Fig. 1: metal 3
Scale: 3 px per µm.
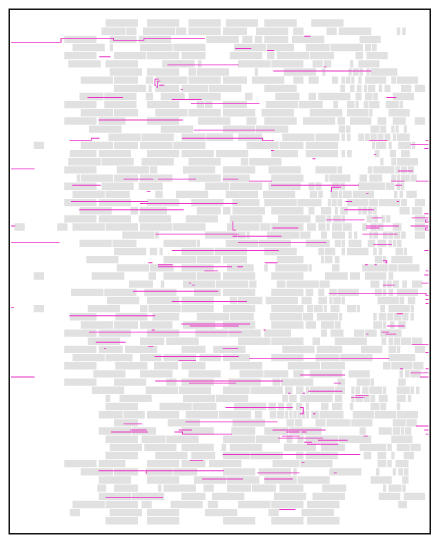
Fig. 2: congestion heat map
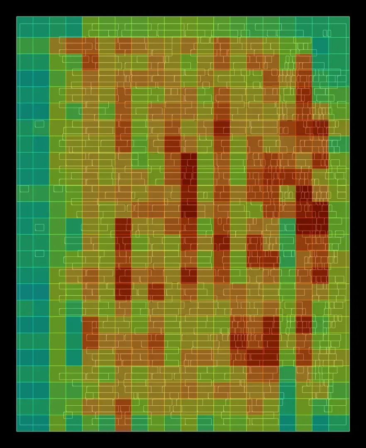
Fig. 3: M2 wires
Scale: 3 px per µm.
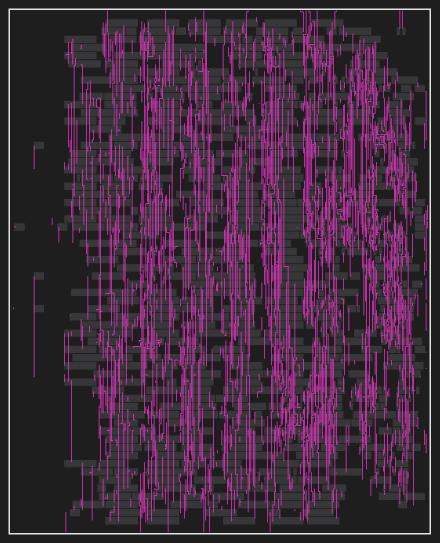
===== config.mk =====
export PLATFORM = sky130hd
export DESIGN_NAME = router_input_port
export DESIGN_NICKNAME = d
export VERILOG_FILES = /design/src/rtl/router_input_port.sv
export SDC_FILE = /design/constraint.sdc
export NUM_CORES = 1
export LEC_CHECK = 0
export CAP_MARGIN = 25
export CORE_ASPECT_RATIO = 1.25
export CORE_UTILIZATION = 50
export DETAILED_ROUTE_END_ITERATION = 10
export PLACE_DENSITY = 0.68
export SYNTH_ARGS = -nofsm -noshare
export SYNTH_HDL_FRONTEND = slang
export SYNTH_SLANG_ARGS = --single-unit
export TNS_END_PERCENT = 100

===== constraint.sdc =====
create_clock -name i_clk -period 4.02 [get_ports i_clk]
set_input_delay 0.402 -clock i_clk [delete_from_list [all_inputs] [get_ports i_clk]]
set_output_delay 0.402 -clock i_clk [all_outputs]
set_load 0.01 [all_outputs]

===== src/rtl/router_input_port.sv =====
// Phoenix NoC router input port: credit-flow flit buffer, XY route,
// switch request and packet streaming with release on the last flit.
module router_input_port #(
  parameter int FLIT_W  = 16,
  parameter int DEPTH   = 16,
  parameter int ADDR_W  = 4,
  parameter int LOCAL_X = 0,
  parameter int LOCAL_Y = 0
) (
  input  logic              i_clk,
  input  logic              i_rst,
  input  logic              i_rx,
  input  logic [FLIT_W-1:0] i_data,
  output logic              o_credit,
  output logic              o_req,
  output logic [4:0]        o_port,
  input  logic              i_grant,
  output logic              o_data_av,
  output logic [FLIT_W-1:0] o_data,
  input  logic              i_data_ack,
  output logic              o_release,
  output logic              o_ovf
);

  localparam int PW = $clog2(DEPTH);
  localparam int CW = PW + 1;
  localparam logic [CW-1:0] FULL = CW'(DEPTH);
  localparam logic [ADDR_W-1:0] LX = ADDR_W'(LOCAL_X);
  localparam logic [ADDR_W-1:0] LY = ADDR_W'(LOCAL_Y);

  typedef enum logic [1:0] {
    S_IDLE,
    S_REQ,
    S_XFER
  } state_t;

  typedef enum logic [1:0] {
    P_HDR,
    P_SIZE,
    P_PAY
  } phase_t;

  logic [FLIT_W-1:0] mem_q [DEPTH];
  logic [PW-1:0]     wr_ptr_q, wr_ptr_d;
  logic [PW-1:0]     rd_ptr_q, rd_ptr_d;
  logic [CW-1:0]     cnt_q, cnt_d;
  state_t            state_q, state_d;
  phase_t            phase_q, phase_d;
  logic [FLIT_W-1:0] rem_q, rem_d;
  logic [4:0]        port_q, port_d;
  logic              rel_q, rel_d;
  logic              ovf_q, ovf_d;

  logic              push;
  logic              pop;
  logic [ADDR_W-1:0] tx;
  logic [ADDR_W-1:0] ty;
  logic [4:0]        route;

  assign o_credit  = cnt_q < FULL;
  assign push      = i_rx & o_credit;
  assign o_data    = mem_q[rd_ptr_q];
  assign o_data_av = (state_q == S_XFER) && (cnt_q != '0);
  assign pop       = o_data_av & i_data_ack;
  assign o_req     = state_q == S_REQ;
  assign o_port    = port_q;
  assign o_release = rel_q;
  assign o_ovf     = ovf_q;

  assign tx = o_data[2*ADDR_W-1:ADDR_W];
  assign ty = o_data[ADDR_W-1:0];

  // X is resolved fully before Y is considered
  always_comb begin
    route = 5'b10000;
    if (tx > LX)      route = 5'b00001;
    else if (tx < LX) route = 5'b00010;
    else if (ty > LY) route = 5'b00100;
    else if (ty < LY) route = 5'b01000;
  end

  always_comb begin
    wr_ptr_d = wr_ptr_q + PW'(push);
    rd_ptr_d = rd_ptr_q + PW'(pop);
    cnt_d    = cnt_q + CW'(push) - CW'(pop);
    ovf_d    = ovf_q | (i_rx & ~o_credit);
  end

  always_comb begin
    state_d = state_q;
    phase_d = phase_q;
    rem_d   = rem_q;
    port_d  = port_q;
    rel_d   = 1'b0;
    case (state_q)
      S_IDLE: begin
        if (cnt_q != '0) begin
          port_d  = route;
          state_d = S_REQ;
        end
      end
      S_REQ: begin
        if (i_grant) begin
          state_d = S_XFER;
          phase_d = P_HDR;
        end
      end
      S_XFER: begin
        if (pop) begin
          case (phase_q)
            P_HDR: phase_d = P_SIZE;
            P_SIZE: begin
              rem_d = o_data;
              if (o_data == '0) begin
                rel_d   = 1'b1;
                state_d = S_IDLE;
              end else begin
                phase_d = P_PAY;
              end
            end
            P_PAY: begin
              // leaving at rem==1 keeps rem from wrapping
              rem_d = rem_q - FLIT_W'(1);
              if (rem_q == FLIT_W'(1)) begin
                rel_d   = 1'b1;
                state_d = S_IDLE;
              end
            end
            default: phase_d = P_HDR;
          endcase
        end
      end
      default: state_d = S_IDLE;
    endcase
  end

  always_ff @(posedge i_clk) begin
    if (i_rst) begin
      wr_ptr_q <= '0;
      rd_ptr_q <= '0;
      cnt_q    <= '0;
      state_q  <= S_IDLE;
      phase_q  <= P_HDR;
      rem_q    <= '0;
      port_q   <= '0;
      rel_q    <= 1'b0;
      ovf_q    <= 1'b0;
    end else begin
      wr_ptr_q <= wr_ptr_d;
      rd_ptr_q <= rd_ptr_d;
      cnt_q    <= cnt_d;
      state_q  <= state_d;
      phase_q  <= phase_d;
      rem_q    <= rem_d;
      port_q   <= port_d;
      rel_q    <= rel_d;
      ovf_q    <= ovf_d;
    end
  end

  always_ff @(posedge i_clk) begin
    if (push) mem_q[wr_ptr_q] <= i_data;
  end

endmodule


==> results.cfg <==
; yosys + openroad results
[clock_tree]
clkLatencyLatePin_ps = 530
cts_hold_buf = 0
htree_num_levels = 1
cts_setup_buffers = 0
tritoncts.num_buffers = 27
clk_pin_slew_ps = 70

[worst_setup_path]
critical_path_cell_count = 6
critPathTopFamily = buffers and inverters
timing.critical_path.from_type = register
end_kind = primary output
crit_path_max_incr_delay_ps = 780
timing.critical_path.buf_inv = 2
critical_path.cell_chain = buf_4, mux4_2, and2_1, o21ai_0, nand2_1, clkdlybuf4s50_1
endpoint = o_data[8]
cpMaxStageDelayCell = dfxtp_2
worst-endpoint-arrival_ps = 3230

[logic_synthesis]
area_share_of_and_or_or_and_cells_after_synthesis = 0.0520
yosys.cell_types.count = 52
ys.flops = 294
dominantRegCellSynth = edfxtp_1
synth_top_cell_by_area = edfxtp_1
synth-cells-yosys = 681
xor_share = 0.00516
register_share_after_synthesis = 0.711
synth_chip_area_um2 = 11900
synthTopCellsByCount = edfxtp_1 (256), mux4_2 (67), nor2_1 (45)
ys_sh_adder = 0.0185
syn-cell-area_um2 = 11900
synthMuxAreaShare = 0.134
syn-mean-instance-area_um2 = 17.4

[finish]
layout.cell_area.non_filler_um2 = 13700
most-common-layout-cells = edfxtp_1 (256), mux4_2 (67), clkdlybuf4s50_1 (44)
layout.nets = 785
antenna_cells = 0
dominant_cells = registers
largestRegisters = mem_q (256), rem_q (16), cnt_q (5)
regArea_um2 = 8450
seq_cell_count = 294
comb-cell-share = 0.235
area.combinational_um2 = 3230
fillCellCount = 1665

[power]
powerComb_uw = 772
power.switching_mw = 1.56
switching_share = 0.226
maxPowerGroup = sequential cells
combPwrFrac = 0.112
power_mw = 6.91
p_leak_nw = 4.38
pwr.group.sequential_mw = 3.48
pwr-share-seq = 0.505

[final_timing]
hold_viol_final = 0
worst_slack_ps = 385
slew_headroom = 0.363
timing.final.crit_share = 0.904
post_route_clock_skew_ps = 17.2

[floorplanning]
chipHeight_um = 174
core_density_at_floorplan = 0.514

[outcome]
status = complete, no violations

[global_route]
globalRoute.busiestLayer = met2
grt_antenna_before_repair = 0

[job]
number_of_warnings_in_the_stage_logs = 31

[placed_design]
dpl-instance-area_um2 = 12800
routabilityCongestion = 0.788
place_hpwl_mm = 16.0
dp.cells = 1005

[min_path]
hold-path-endpoint = o_ovf

[drt]
highest-signal-layer = met4
met3_length_mm = 1.52
Back to the opening pictures, Fig. 1:
main direction: horizontal
longest straight run: 50.6 µm
Post-Route WL: 26.4 mm
Via Count: 6502

Back to the opening pictures, Fig. 2:
met1 track demand over resource in global routing: 0.307
met2 track utilization from global routing: 0.382
met3 Usage GRT: 0.0295
routed wire length per instance: 25.0 µm

Back to the opening pictures, Fig. 3:
share of all routed wire: 51%
wire length on this layer: 13400 µm

No activity file was given, so power comes from the tool's default toggle rates.
